### src/rtl/hazard_ctrl_pipe.sv
// Control-path pipeline (ID/EX, EX/MEM, MEM/WB) for the pipelined RISC-V core,
// with load-use stall, branch/jump flush, operand forwarding and perf counters.
module hazard_ctrl_pipe #(
    parameter int CNT_W = 32
) (
    input  logic             clk,
    input  logic             rst,
    input  logic             ValidD,
    input  logic             JumpD,
    input  logic             BranchD,
    input  logic             JALRSrcD,
    input  logic             MemWriteD,
    input  logic             ALUSrcD,
    input  logic             RegWriteD,
    input  logic [1:0]       ResultSrcD,
    input  logic [2:0]       ALUControlD,
    input  logic [4:0]       Rs1D,
    input  logic [4:0]       Rs2D,
    input  logic [4:0]       RdD,
    input  logic             BranchTakenE,
    output logic             JALRSrcE,
    output logic             ALUSrcE,
    output logic             MemWriteE,
    output logic [2:0]       ALUControlE,
    output logic             PCSrcE,
    output logic             MemWriteM,
    output logic [1:0]       ResultSrcW,
    output logic             RegWriteW,
    output logic [4:0]       RdW,
    output logic [1:0]       ForwardAE,
    output logic [1:0]       ForwardBE,
    output logic             StallF,
    output logic             StallD,
    output logic             FlushD,
    output logic [CNT_W-1:0] RetireCount,
    output logic [CNT_W-1:0] StallCount
);

    // ID/EX state (stage p0)
    logic       vld_p0;
    logic       jump_p0;
    logic       branch_p0;
    logic       jalrsrc_p0;
    logic       memwrite_p0;
    logic       alusrc_p0;
    logic       regwrite_p0;
    logic [1:0] resultsrc_p0;
    logic [2:0] aluctl_p0;
    logic [4:0] rs1_p0;
    logic [4:0] rs2_p0;
    logic [4:0] rd_p0;

    // EX/MEM state (stage p1)
    logic       vld_p1;
    logic       memwrite_p1;
    logic       regwrite_p1;
    logic [1:0] resultsrc_p1;
    logic [4:0] rd_p1;

    // MEM/WB state (stage p2)
    logic       vld_p2;
    logic       regwrite_p2;
    logic [1:0] resultsrc_p2;
    logic [4:0] rd_p2;

    logic             pcsrc;
    logic             lwstall;
    logic             flushe;
    logic [CNT_W-1:0] retire_cnt;
    logic [CNT_W-1:0] stall_cnt;

    // MEM beats WB so the youngest producer wins; x0 is never a producer.
    function automatic logic [1:0] fwd_sel(
        input logic [4:0] rs,
        input logic       regwrite_m,
        input logic [4:0] rd_m,
        input logic       regwrite_w,
        input logic [4:0] rd_w
    );
        if (regwrite_m && (rd_m != 5'd0) && (rd_m == rs)) begin
            return 2'b10;
        end else if (regwrite_w && (rd_w != 5'd0) && (rd_w == rs)) begin
            return 2'b01;
        end
        return 2'b00;
    endfunction

    assign pcsrc   = jump_p0 | (branch_p0 & BranchTakenE);
    assign lwstall = (resultsrc_p0 == 2'b01) && (rd_p0 != 5'd0)
                     && ((rd_p0 == Rs1D) || (rd_p0 == Rs2D))
                     && ValidD && !pcsrc;
    assign flushe  = lwstall | pcsrc;

    assign StallF      = lwstall;
    assign StallD      = lwstall;
    assign FlushD      = pcsrc;
    assign PCSrcE      = pcsrc;
    assign ForwardAE   = fwd_sel(rs1_p0, regwrite_p1, rd_p1, regwrite_p2, rd_p2);
    assign ForwardBE   = fwd_sel(rs2_p0, regwrite_p1, rd_p1, regwrite_p2, rd_p2);
    assign JALRSrcE    = jalrsrc_p0;
    assign ALUSrcE     = alusrc_p0;
    assign MemWriteE   = memwrite_p0;
    assign ALUControlE = aluctl_p0;
    assign MemWriteM   = memwrite_p1;
    assign ResultSrcW  = resultsrc_p2;
    assign RegWriteW   = regwrite_p2;
    assign RdW         = rd_p2;
    assign RetireCount = retire_cnt;
    assign StallCount  = stall_cnt;

    // ID -> EX: an all-zero word is a bubble
    always_ff @(posedge clk) begin
        if (rst || flushe) begin
            vld_p0       <= 1'b0;
            jump_p0      <= 1'b0;
            branch_p0    <= 1'b0;
            jalrsrc_p0   <= 1'b0;
            memwrite_p0  <= 1'b0;
            alusrc_p0    <= 1'b0;
            regwrite_p0  <= 1'b0;
            resultsrc_p0 <= 2'b00;
            aluctl_p0    <= 3'b000;
            rs1_p0       <= 5'd0;
            rs2_p0       <= 5'd0;
            rd_p0        <= 5'd0;
        end else begin
            vld_p0       <= ValidD;
            jump_p0      <= JumpD;
            branch_p0    <= BranchD;
            jalrsrc_p0   <= JALRSrcD;
            memwrite_p0  <= MemWriteD;
            alusrc_p0    <= ALUSrcD;
            regwrite_p0  <= RegWriteD;
            resultsrc_p0 <= ResultSrcD;
            aluctl_p0    <= ALUControlD;
            rs1_p0       <= Rs1D;
            rs2_p0       <= Rs2D;
            rd_p0        <= RdD;
        end
    end

    // EX -> MEM -> WB: free-running
    always_ff @(posedge clk) begin
        if (rst) begin
            vld_p1       <= 1'b0;
            memwrite_p1  <= 1'b0;
            regwrite_p1  <= 1'b0;
            resultsrc_p1 <= 2'b00;
            rd_p1        <= 5'd0;
            vld_p2       <= 1'b0;
            regwrite_p2  <= 1'b0;
            resultsrc_p2 <= 2'b00;
            rd_p2        <= 5'd0;
        end else begin
            vld_p1       <= vld_p0;
            memwrite_p1  <= memwrite_p0;
            regwrite_p1  <= regwrite_p0;
            resultsrc_p1 <= resultsrc_p0;
            rd_p1        <= rd_p0;
            vld_p2       <= vld_p1;
            regwrite_p2  <= regwrite_p1;
            resultsrc_p2 <= resultsrc_p1;
            rd_p2        <= rd_p1;
        end
    end

    // Performance counters wrap naturally
    always_ff @(posedge clk) begin
        if (rst) begin
            retire_cnt <= '0;
            stall_cnt  <= '0;
        end else begin
            if (vld_p2) begin
                retire_cnt <= retire_cnt + CNT_W'(1);
            end
            if (lwstall) begin
                stall_cnt <= stall_cnt + CNT_W'(1);
            end
        end
    end

endmodule
### config.mk
export PLATFORM = sky130hd
export DESIGN_NAME = hazard_ctrl_pipe
export DESIGN_NICKNAME = d
export VERILOG_FILES = /design/src/rtl/hazard_ctrl_pipe.sv
export SDC_FILE = /design/constraint.sdc
export NUM_CORES = 1
export LEC_CHECK = 0
export CORE_ASPECT_RATIO = 0.7
export CORE_UTILIZATION = 56
export CTS_CLUSTER_DIAMETER = 60
export DETAILED_ROUTE_END_ITERATION = 12
export DONT_BUFFER_PORTS = 1
export GPL_TIMING_DRIVEN = 0
export PLACE_DENSITY = 0.74
export SYNTH_ARGS = -nofsm -noshare
export SYNTH_HDL_FRONTEND = slang
export SYNTH_SLANG_ARGS = --single-unit
### constraint.sdc
create_clock -name clk -period 3.1 [get_ports clk]
set_input_delay 0.93 -clock clk [delete_from_list [all_inputs] [get_ports clk]]
set_output_delay 0.93 -clock clk [all_outputs]
set_load 0.005 [all_outputs]
### Register map, names as in the netlist, run 1

Scale bar: 20 um. Other sequential cells in the stronger grey, the rest of the logic in the fainter grey.
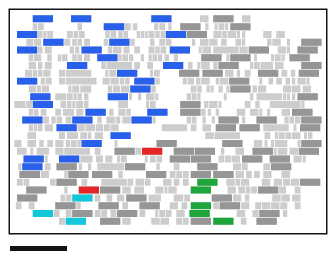
| colour | netlist name | sequential cells |
|---|---|---|
| cyan | ALUControlE | 3 |
| blue | StallCount | 32 |
| green | rs1_p0 | 5 |
| red | ResultSrcW | 2 |
fraction of area in registers: 43.3%
Seq. cell area: 2200 um2
post-layout util: 64.3%

### Placement by cell class, run 1

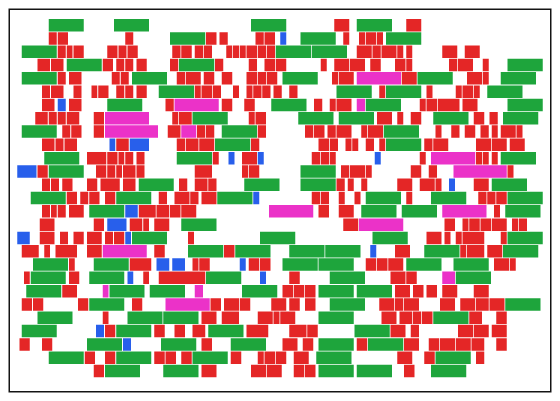
| colour | class | cells | share of their area |
|---|---|---|---|
| green | flip-flops | 110 | 44% |
| blue | other buffers and delay cells | 22 | 2.5% |
| magenta | clock drivers and dummy loads | 16 | 6.4% |
| red | all other logic | 366 | 47% |
Final Cell Area: 5080 um2
Core Rows: 27
Core Region: 7910 um2

### Clock routing, run 1

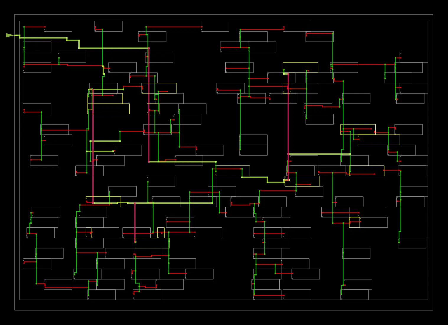
Late-Pin Clk Latency: 0.35 ns
clock network power: 1.21 mW
flip-flops: 110

==> qor.txt, run 1 <==
Outcome: completed
Synthesis-to-layout area growth: 10.3%
Avg Inst Size Synth: 9.27 um2
CP Launch Type: input pin
Die Wd: 110 um
CP bufs+invs: 3
Met1 WL: 4.85 mm
Post-CTS Setup Bufs: 3
Pins Over Slew Limit: 0
HP Class: register to register
Vias per inst: 5.79
Post-route ant nets: 0
DP HPWL: 7.60 mm
# Cells Yosys: 497
Gr usage total: 24.5%
Maximum vdd drop: 0.490 mV
Grt met2 use: 38.4%
Pre-Repair DR Iteration Count: 4
RSZ-0062 raised after global routing: false
H-tree level count: 3
Worst-path cell chain: xor2_1 -> nor3_2 -> a22oi_2 -> or3_1 -> buf_6 -> inv_4 -> buf_6
Yosys Chip Area: 4610 um2
Final Hold Fails: 0
Setup_tns: 0 ns
Top cells by area: dfxtp_1 48%, xor2_1 7.8%, and2_1 3.9%
CP most frequent cell: buf_6
GPL Wtd Cong: 0.852
Post-layout nets: 541
Total power: 2.80 mW
Post-Route WL: 10.4 mm
Port Buffers: 0
CP required: 2.17 ns
CTS Hold Bufs: 0
Placed Cells: 598
Avg WL per Cell: 16.9 um
Die footprint: 8600 um2
CTS clock-pin slew for the worst setup and hold paths: 0.07 ns
Largest net degree at the start of global routing: 20
Vias in the first global route: 3358
Sink Count: 110
Synth Seq Share: 47.8%
==> run 1: area by class of cell <==
type	instances	area [um2]
fill	655	2820
multi-input combinational	357	2280
sequential	110	2200
clock buffer	10	229
tap	101	126
buffer	19	101
clock inverter	6	86.3
inverter	9	36.3
timing repair buffer	3	22.5
==> run 1: registers in the layout, indices dropped and copies added, names as in the netlist, 3 cells and up <==
signal,flops
RetireCount,32
rs1_p0,5
ALUControlE,3
RdW,5
StallCount,32
rd_p1,5
rd_p0,5
rs2_p0,5
==> run 1: cell families (layout without fill, tap and decap cells) <==
kind of cell / count (synthesis) / count (layout) / share of synthesized area (%)
xor gates and xnor gates: 61 / 61 / 11.6
buffers and inverters: 30 / 47 / 3.07
DFF: 110 / 110 / 47.8
adders and majority gates: 2 / 2 / 0.543
muxes: 3 / 3 / 0.679
and+or+nand+nor: 226 / 226 / 28.2
AOI/OAI and AO/OA: 65 / 65 / 8.17
==> run 1: worst paths after layout <==
check / endpoint / slack (ns) / cells past startpoint / start
worst max-delay path: StallF / 0.09 / 7 / Rs1D[4]
worst min-delay path: ResultSrcW[1]$_SDFF_PP0_ / 0.44 / 1 / resultsrc_p1[1]$_SDFF_PP0_
worst max register to register: rs2_p0[1]$_SDFF_PP0_ / 0.64 / 7 / rd_p0[1]$_SDFF_PP0_
worst min register to register: ResultSrcW[1]$_SDFF_PP0_ / 0.44 / 1 / resultsrc_p1[1]$_SDFF_PP0_
==> run 1: where the power goes <==
group / leakage (nW) / internal, mW / total (mW) / switching (mW)
Clock: 0.152 / 0.707 / 1.21 / 0.505
Combinational: 0.756 / 0.0496 / 0.114 / 0.0642
Sequential: 0.894 / 1.44 / 1.47 / 0.0296
==> run 2, diff against run 1 <==
Settings changed: CORE_UTILIZATION 56 to 35, PLACE_DENSITY 0.74 to unset.
### Placement by cell class, run 2

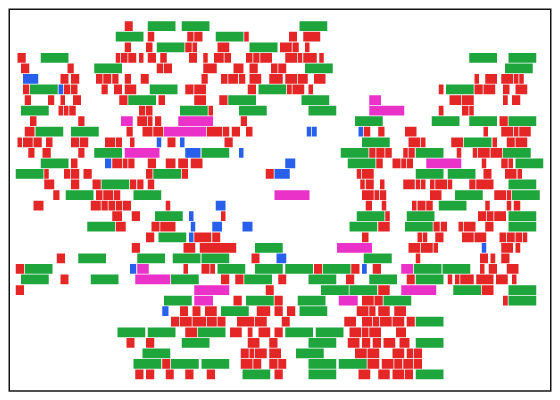
| colour | class | cells | share of their area |
|---|---|---|---|
| red | all other logic | 366 | 47% |
| green | flip-flops | 110 | 44% |
| magenta | clock drivers and dummy loads | 16 | 6.4% |
| blue | other buffers and delay cells | 23 | 2.6% |
Core Region: 12600 um2
post-layout util: 40.9%
Core Rows: 34

==> run 2 against run 1 <==
Compared with the run above: the flow now finishes with violations (DRC); sequential power is essentially flat; design area rose by 1.7%; final cell count rose by 10%; hold slack hardly changed; area after synthesis unchanged.
==> qor.txt, run 2 <==
Clk cell area share: 6.14%
Avg Inst Size Synth: 9.27 um2
Worst-path cell chain: xor2_1 -> nor3_2 -> a22oi_2 -> or3_1 -> buf_6 -> inv_4 -> buf_6
DP HPWL: 8.59 mm
Sw Share: 22.3%
Setup_tns: 0 ns
CP bufs+invs: 3
RSZ-0062 raised after global routing: false
CTS Hold Bufs: 0
CTS clock-pin slew for the worst setup and hold paths: 0.07 ns
Seq. cell area: 2200 um2
Drt drc: 6
Failing checks: DRC
Net switching power: 626 uW
Cell Int Power: 2.17 mW
Clock power share: 43.2%
Post-layout nets: 542
Yosys Chip Area: 4610 um2
R2R Path End: rs2_p0[2]$_SDFF_PP0_
Top cells by area: dfxtp_1 48%, xor2_1 7.8%, and2_1 3.9%
Worst setup path startpoint: Rs1D[2]
Seq. pwr: 1.47 mW
Pwr top: sequential cells
Register share of total power: 52.7%
Fraction of area in registers: 42.6%
Synthesis-to-layout area growth: 12.2%
Die Wd: 139 um
Logic pwr share: 4.1%
Outcome: finished with violations
Clock buffers: 11
Inverters: 9
Clock network power: 1.21 mW
Maximum vdd drop: 0.247 mV
Buffer share of cell area: 2.54%
Worst r2r path cells: 7
### Register map, names as in the netlist, run 2

Scale bar: 50 um. Other sequential cells in the stronger grey, the rest of the logic in the fainter grey.
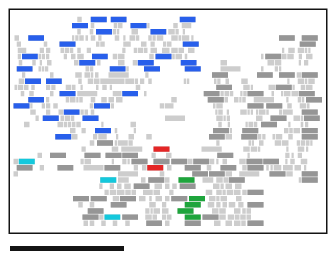
| colour | netlist name | sequential cells |
|---|---|---|
| red | ResultSrcW | 2 |
| green | rs1_p0 | 5 |
| cyan | ALUControlE | 3 |
| blue | StallCount | 32 |

-- run 2: cell counts after synthesis --
Identical to the previous run, type by type.
-- run 2: metrics by stage --
| step | area (um2) | instances |
|---|---|---|
| after floorplan | 4630 | 497 |
| after global placement | 4830 | 659 |
| after detailed placement | 4830 | 659 |
| after CTS | 5170 | 677 |
| after global routing | 5170 | 678 |
| final | 5170 | 678 |
-- run 2: how the worst min path moves through the flow --
stage	startpoint	end	slack, ns	depth (start not counted)
detailed placement	regwrite_p0$_SDFF_PP0_	regwrite_p1$_SDFF_PP0_	0.42	1
floorplan	resultsrc_p1[0]$_SDFF_PP0_	ResultSrcW[0]$_SDFF_PP0_	0.41	1
global route	regwrite_p0$_SDFF_PP0_	regwrite_p1$_SDFF_PP0_	0.45	1
CTS	regwrite_p0$_SDFF_PP0_	regwrite_p1$_SDFF_PP0_	0.44	1
global placement	vld_p1$_SDFF_PP0_	vld_p2$_SDFF_PP0_	0.43	1
finish	regwrite_p0$_SDFF_PP0_	regwrite_p1$_SDFF_PP0_	0.44	1
-- run 2: repair_timing --
item	in CTS	in global routing
buffers inserted	4	0
gates resized	3	0
setup endpoints to repair	2	0
-- run 2: routing by layer --
layer	track usage, %	up-vias
met5	0	-
met3	7.90	12
met4	5.04	2
met1	21.3	1720
li1	-	1749
met2	26.3	88
-- run 2: logic make-up (layout without fill, tap and decap cells) --
group / after synthesis / count (layout) / synth area share (%)
multiplexers: 3 / 3 / 0.679
buffers and inverters: 30 / 48 / 3.07
adder cells (fa/ha/maj): 2 / 2 / 0.543
AND/OR/NAND/NOR: 226 / 226 / 28.2
AND-OR/OR-AND: 65 / 65 / 8.17
flip-flops: 110 / 110 / 47.8
XOR/XNOR: 61 / 61 / 11.6
other: 0 / 1 / 0
No activity file was given, so power comes from the tool's default toggle rates.
